--- src/rtl/bp_update_queue_pkg.sv ---
// Shared types for the branch-predictor update queue: event kinds and the
// stored entry layout.
package bp_update_queue_pkg;

    typedef enum logic [1:0] {
        KIND_TAKEN  = 2'd0,
        KIND_NTAKEN = 2'd1,
        KIND_NOTBR  = 2'd2
    } kind_e;

    localparam int unsigned ENTRY_W = 66;

    typedef struct packed {
        logic [31:0] pc;
        logic [31:0] tgt;
        kind_e       kind;
    } entry_t;

    // A non-branch that was predicted taken is flagged regardless of taken.
    function automatic kind_e encode_kind(input logic taken, input logic is_br);
        if (!is_br)
            return KIND_NOTBR;
        else if (taken)
            return KIND_TAKEN;
        else
            return KIND_NTAKEN;
    endfunction

endpackage

--- src/rtl/bp_update_queue_fifo_2w1r.sv ---
// Two-write, one-read circular buffer. Writes of push_cnt entries go to
// consecutive slots starting at wr_ptr; data_a is always the older entry.
module bpq_fifo_2w1r
    import bp_update_queue_pkg::*;
#(
    parameter int unsigned DEPTH = 4
) (
    input  logic                     clk,
    input  logic                     rst_n,
    input  logic [1:0]               push_cnt,
    input  entry_t                   data_a,
    input  entry_t                   data_b,
    input  logic                     pop,
    output entry_t                   head,
    output logic [$clog2(DEPTH):0]   count
);

    localparam int unsigned PTR_W = $clog2(DEPTH);
    localparam int unsigned CNT_W = PTR_W + 1;

    entry_t           mem [DEPTH];
    logic [PTR_W-1:0] rd_ptr;
    logic [PTR_W-1:0] wr_ptr;
    logic [PTR_W-1:0] wr_ptr_b;
    logic             do_pop;

    assign wr_ptr_b = wr_ptr + PTR_W'(1);
    assign do_pop   = pop && (count != '0);
    assign head     = mem[rd_ptr];

    // Storage is left unreset; only pointers and count define validity.
    always_ff @(posedge clk) begin
        if (push_cnt != 2'd0)
            mem[wr_ptr] <= data_a;
        if (push_cnt == 2'd2)
            mem[wr_ptr_b] <= data_b;
    end

    always_ff @(posedge clk or negedge rst_n) begin
        if (!rst_n) begin
            rd_ptr <= '0;
            wr_ptr <= '0;
            count  <= '0;
        end else begin
            wr_ptr <= wr_ptr + PTR_W'(push_cnt);
            if (do_pop)
                rd_ptr <= rd_ptr + PTR_W'(1);
            count  <= count + CNT_W'(push_cnt) - CNT_W'(do_pop);
        end
    end

endmodule

--- src/rtl/bp_update_queue.sv ---
// Serialises branch-resolution events from two execute pipes onto the single
// fetch1 predictor update port, in program order, with a saturating drop count.
module bp_update_queue
    import bp_update_queue_pkg::*;
#(
    parameter int unsigned DEPTH = 4,
    parameter int unsigned CNT_W = 16
) (
    input  logic                     clock_i,
    input  logic                     reset_ni,
    input  logic                     res_valid_0_i,
    input  logic [31:0]              res_pc_0_i,
    input  logic [31:0]              res_tgt_0_i,
    input  logic                     res_taken_0_i,
    input  logic                     res_is_br_0_i,
    input  logic                     res_valid_1_i,
    input  logic [31:0]              res_pc_1_i,
    input  logic [31:0]              res_tgt_1_i,
    input  logic                     res_taken_1_i,
    input  logic                     res_is_br_1_i,
    input  logic                     pc_we_i,
    output logic                     ready_o,
    output logic [31:0]              update_pc_o,
    output logic [31:0]              update_tgt_o,
    output logic                     last_br_o,
    output logic                     update_pht_o,
    output logic                     update_btb_o,
    output logic                     wasnt_branch_o,
    output logic [31:0]              wasnt_br_pc_o,
    output logic [$clog2(DEPTH):0]   occupancy_o,
    output logic [CNT_W-1:0]         drop_cnt_o
);

    localparam int unsigned OCC_W = $clog2(DEPTH) + 1;

    entry_t           ev_0;
    entry_t           ev_1;
    entry_t           head;
    logic [OCC_W-1:0] count;
    logic [1:0]       push_cnt;
    logic [1:0]       drop_n;
    logic [CNT_W:0]   drop_sum;

    assign ev_0 = '{pc: res_pc_0_i, tgt: res_tgt_0_i,
                    kind: encode_kind(res_taken_0_i, res_is_br_0_i)};
    assign ev_1 = '{pc: res_pc_1_i, tgt: res_tgt_1_i,
                    kind: encode_kind(res_taken_1_i, res_is_br_1_i)};

    assign ready_o     = (count <= OCC_W'(DEPTH - 2));
    assign occupancy_o = count;

    always_comb begin
        push_cnt = 2'd0;
        drop_n   = 2'd0;
        if (ready_o)
            push_cnt = {1'b0, res_valid_0_i} + {1'b0, res_valid_1_i};
        else
            drop_n   = {1'b0, res_valid_0_i} + {1'b0, res_valid_1_i};
    end

    // A lone pipe-1 event still lands at wr_ptr, so steer it onto port A.
    bpq_fifo_2w1r #(
        .DEPTH(DEPTH)
    ) u_fifo (
        .clk      (clock_i),
        .rst_n    (reset_ni),
        .push_cnt (push_cnt),
        .data_a   (res_valid_0_i ? ev_0 : ev_1),
        .data_b   (ev_1),
        .pop      (pc_we_i),
        .head     (head),
        .count    (count)
    );

    assign drop_sum = {1'b0, drop_cnt_o} + (CNT_W + 1)'(drop_n);

    always_ff @(posedge clock_i or negedge reset_ni) begin
        if (!reset_ni)
            drop_cnt_o <= '0;
        else if (drop_sum[CNT_W])
            drop_cnt_o <= '1;
        else
            drop_cnt_o <= drop_sum[CNT_W-1:0];
    end

    always_comb begin
        update_pc_o    = '0;
        update_tgt_o   = '0;
        last_br_o      = 1'b0;
        update_pht_o   = 1'b0;
        update_btb_o   = 1'b0;
        wasnt_branch_o = 1'b0;
        wasnt_br_pc_o  = '0;
        if (count != '0) begin
            unique case (head.kind)
                KIND_TAKEN: begin
                    update_pht_o = 1'b1;
                    update_btb_o = 1'b1;
                    last_br_o    = 1'b1;
                    update_pc_o  = head.pc;
                    update_tgt_o = head.tgt;
                end
                KIND_NTAKEN: begin
                    update_pht_o = 1'b1;
                    update_pc_o  = head.pc;
                end
                KIND_NOTBR: begin
                    wasnt_branch_o = 1'b1;
                    wasnt_br_pc_o  = head.pc;
                    update_pc_o    = head.pc;
                end
                default: ;
            endcase
        end
    end

endmodule

--- config.mk ---
export PLATFORM = sky130hd
export DESIGN_NAME = bp_update_queue
export DESIGN_NICKNAME = d
export VERILOG_FILES = /design/src/rtl/bp_update_queue_pkg.sv /design/src/rtl/bp_update_queue_fifo_2w1r.sv /design/src/rtl/bp_update_queue.sv
export SDC_FILE = /design/constraint.sdc
export NUM_CORES = 1
export LEC_CHECK = 0
export CAP_MARGIN = 20
export CELL_PAD_IN_SITES_DETAIL_PLACEMENT = 0
export CELL_PAD_IN_SITES_GLOBAL_PLACEMENT = 1
export CORE_UTILIZATION = 45
export CTS_BUF_LIST = sky130_fd_sc_hd__clkbuf_4 sky130_fd_sc_hd__clkbuf_8 sky130_fd_sc_hd__clkbuf_16
export CTS_CLUSTER_DIAMETER = 200
export DETAILED_ROUTE_END_ITERATION = 16
export PLACE_DENSITY = 0.87
export SLEW_MARGIN = 10
export SYNTH_ARGS = -nofsm -noshare
export SYNTH_HDL_FRONTEND = slang
export SYNTH_SLANG_ARGS = --single-unit
--- constraint.sdc ---
create_clock -name clock_i -period 6.5 [get_ports clock_i]
set_clock_uncertainty 0.05 [all_clocks]
set_input_delay 1.625 -clock clock_i [delete_from_list [all_inputs] [get_ports clock_i]]
set_output_delay 1.625 -clock clock_i [all_outputs]
set_load 0.01 [all_outputs]
metal_density.png
Scale: 2 px per µm. 37 x 37 tiles, from dark blue (low) to red (high), scaled to the fullest tile. Values are wire area over tile area, all layers added.
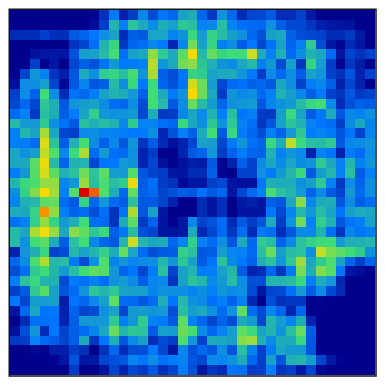
tiles over half the peak = 7.5%
nearly empty tiles = 9.9%
densest ninth of the die = west

==> flow_summary_export.csv <==
group,metric,value,unit
sta,post-route-min-period,5.21,ns
die,die_height,183,µm
final_layout,nFillCells,2451,
synthesis,netlist_instances,892,
die,ioPinCount,257,
synthesis,ys.flop_type,"edfxtp_1",
global_routing,grt_overflow,0,
sta,hold_violations,0,
synthesis,syn-cell-area,0.0147,mm²
power,p_sw,2.28,mW
clock_tree,postCtsHoldBufs,0,
worst_setup_path,worstReg2RegStart,"u_fifo.count[1]",
clock_tree,cts_resized,0,
synthesis,most_common_cell,"edfxtp_1",
sta,slew_violations,0,
final_layout,multiInputGateArea,0.00588,mm²
sta,setup_viol,0,
placement,gp_congestion,0.798,
worst_setup_path,arrival,3.53,ns
synthesis,ys_seq_share,58.0,%
clock_tree,numCtsBuffers,31,
sta,fin_crit_sh,80.1,%
global_routing,antenna_found_initial,5,
final_layout,final_util,58.7,%
global_routing,track_usage,20.7,%
min_path,worst_hold_startpoint,"u_fifo.count[2]",
route,ant_nets,0,
min_path,hold_end,"u_fifo.count[2]",
power,swShare,31.3,%
final_layout,layout_top_cell,"edfxtp_1",
route,drtIter0Drc,461,
synthesis,largest_area_cell,"edfxtp_1",
sta,setup_tns,0,ns
clock_tree,postCtsSetupBuffers,0,
worst_setup_path,end_kind,"output pin",
clock_tree,htreeDepth,1,
synthesis,edf_count,264,
synthesis,yosys-top-cells-count,"264 x edfxtp_1, 252 x mux2_2, 65 x and2_1, 65 x mux4_2, 38 x nor2b_1",
die,die_area,0.0333,mm²
die,dieWidth,183,µm
synthesis,synth-async-reset-ratio,8.01,%
sta,slew_headroom,28.7,%
run_status,outcome,"finished clean",
placement,port_buffers,256,
die,fp-utilization,46.1,%
worst_setup_path,r2r_end,"drop_cnt_o[2]",
synthesis,fp_nets,1038,
power,powerDensity,389,mW/mm²
worst_setup_path,required,4.83,ns
sta,rsz0062_at_grt,"false",
power,leakagePower,6.28,nW
clock_tree,root_buffer,"clkbuf_16",
final_layout,nets,1290,
synthesis,ys_area,0.0147,mm²
worst_setup_path,r2r_slack,3.56,ns
synthesis,yosys-stat-cells,892,
clock_tree,cts_buffer_depth,3,
worst_setup_path,worstSetupPathType,"reg2out",
route,vias,8561,
synthesis,synth.avg_cell_area,16.4,µm²
worst_setup_path,r2r_cells,9,
power,pwr-share-clk,22.4,%
global_routing,grt_pass1_wl,52.2,mm
route,vias_per_cell,5.34,
power,pwr-share-comb,41.1,%
sta,tightest_slew,1.07,ns
clock_tree,numClockSinks,287,
die,rows,65,
synthesis,yosysUniqueCellTypes,46,
die,core,0.0318,mm²
synthesis,synth-warning-count,0,
min_path,hp-class,"reg2reg",
power,seqPwrFrac,36.5,%
synthesis,synth_top_area_share,54.0,%
global_routing,grt_max_degree,68,
synthesis,ys_ff,287,
worst_setup_path,path_max_fanout,35,
final_layout,drive_gt1_share,34.3,%
route,routedWlPerCell,21.4,µm
power,ir_worst_vdd,0.000208,V
route,drc_errors,0,
min_path,min_path_cells,1,
final_layout,synthToLayoutAreaGrowth,27.3,%
final_layout,flop_area,0.00851,mm²
global_routing,first_global_vias,9110,
clock_tree,path_clk_slew,0.06,ns
run,tool_warnings,26,
synthesis,synthTopCellsByArea,"edfxtp_1 54%, mux2_2 19%, mux4_2 10%",
route,firstDrtPassIters,4,
final_layout,final_cell_mix,"264 x edfxtp_1, 256 x clkdlybuf4s50_1, 252 x mux2_2",
clock_tree,worstSkewPairLatency,0.55,ns
sta,fmax,192,MHz
placement,dp_hpwl,20.9,mm
run,maxCapViolations,0,
worst_setup_path,startpoint_type,"register",
clock_tree,cts_tree,"built",
power,power.internal,4.99,mW
route,routed_wl,34.3,mm
flops_by_reg.png
Scale: 3 px per µm. Other sequential cells in the stronger grey, the rest of the logic in the fainter grey.
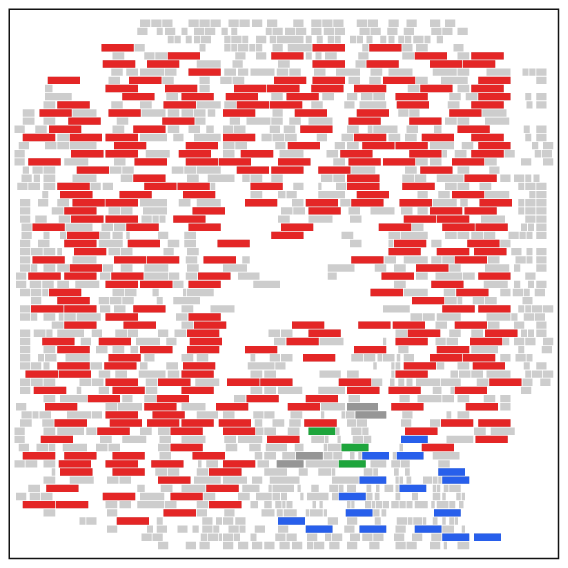
red -> u_fifo.mem  # placed flops 264, where widely spread
blue -> drop_cnt_o  # placed flops 16, where south-east
green -> u_fifo.count  # placed flops 3
not coloured = 4

## worst max-delay path by stage
stage                startpoint           endpoint  cells past startpoint
6_report       u_fifo.rd_ptr[0]    update_tgt_o[8]                      4
3_5_place_dp      res_valid_0_i  u_fifo.mem[2][63]                      6
4_1_cts        u_fifo.rd_ptr[0]    update_tgt_o[3]                      4
3_3_place_gp      res_valid_0_i  u_fifo.mem[2][60]                      6
2_1_floorplan     res_valid_0_i   u_fifo.mem[0][0]                      4
5_1_grt        u_fifo.rd_ptr[0]    update_tgt_o[3]                      4
## registers in the layout, indices dropped and copies added (netlist names)
register       cells
u_fifo.count       3
u_fifo.wr_ptr      2
drop_cnt_o        16
u_fifo.mem       264
u_fifo.rd_ptr      2
## cell families (layout without fill, tap and decap cells)
logic type                 Yosys count  count (layout)  synth area share [%]
adders and majority gates            9               9                 0.870
buffers and inverters               69             344                  2.46
muxes                              336             336                  30.7
and+or+nand+nor                    158             158                  6.30
DFF                                287             287                  58.0
AOI/OAI and AO/OA                   23              23                  1.10
other                                0               2                     0
xor gates and xnor gates            10              10                 0.597
## through the flow
| stage | setup slack, ns | total power [mW] | hold WS (ns) | area (µm²) | std cells |
|---|---|---|---|---|---|
| floorplan | 0.743 | 4.31 | 0.496 | 14700 | 892 |
| global placement | 1.73 | 5.69 | 0.490 | 17700 | 1545 |
| detailed placement | 1.69 | 5.73 | 0.496 | 17700 | 1545 |
| CTS | 1.18 | 7.37 | 0.504 | 18700 | 1601 |
| global route | 1.04 | 7.64 | 0.544 | 18700 | 1604 |
| finish | 1.29 | 7.27 | 0.508 | 18700 | 1604 |
## power groups by stage
stage                     clock [mW]  combinational [mW]  sequential [mW]
after floorplan                    0                1.74             2.57
final                           1.63                2.99             2.65
after global placement             0                3.01             2.69
after CTS                       1.66                3.05             2.66
after global routing            1.73                3.21             2.70
after detailed placement           0                3.03             2.70
## layout make-up
type	instances	area share [%]
clock buffer	35	4.31
multi-input combinational	536	31.5
inverter	15	0.301
sequential	287	45.6
clock inverter	21	0.697
antenna	2	0.0268
timing repair buffer	273	14.7
tap	435	2.91
## metal layers
| metal | vias up | global-route usage [%] | wire (µm) |
|---|---|---|---|
| met5 | - | 0 | 10 |
| met4 | 2 | 5.08 | 791 |
| met3 | 48 | 4.15 | 1990 |
| met2 | 230 | 36.1 | 17200 |
| met1 | 4307 | 26.4 | 14300 |
| li1 | 3974 | - | - |
## worst max-delay path, stage by stage (launching register included)
cell and delay, ns:
dfrtp_4 0.90, mux4_2 0.64, or3_4 0.63, nor2b_1 0.22, clkdlybuf4s50_1 0.56
Power and IR drop assume default switching activity.
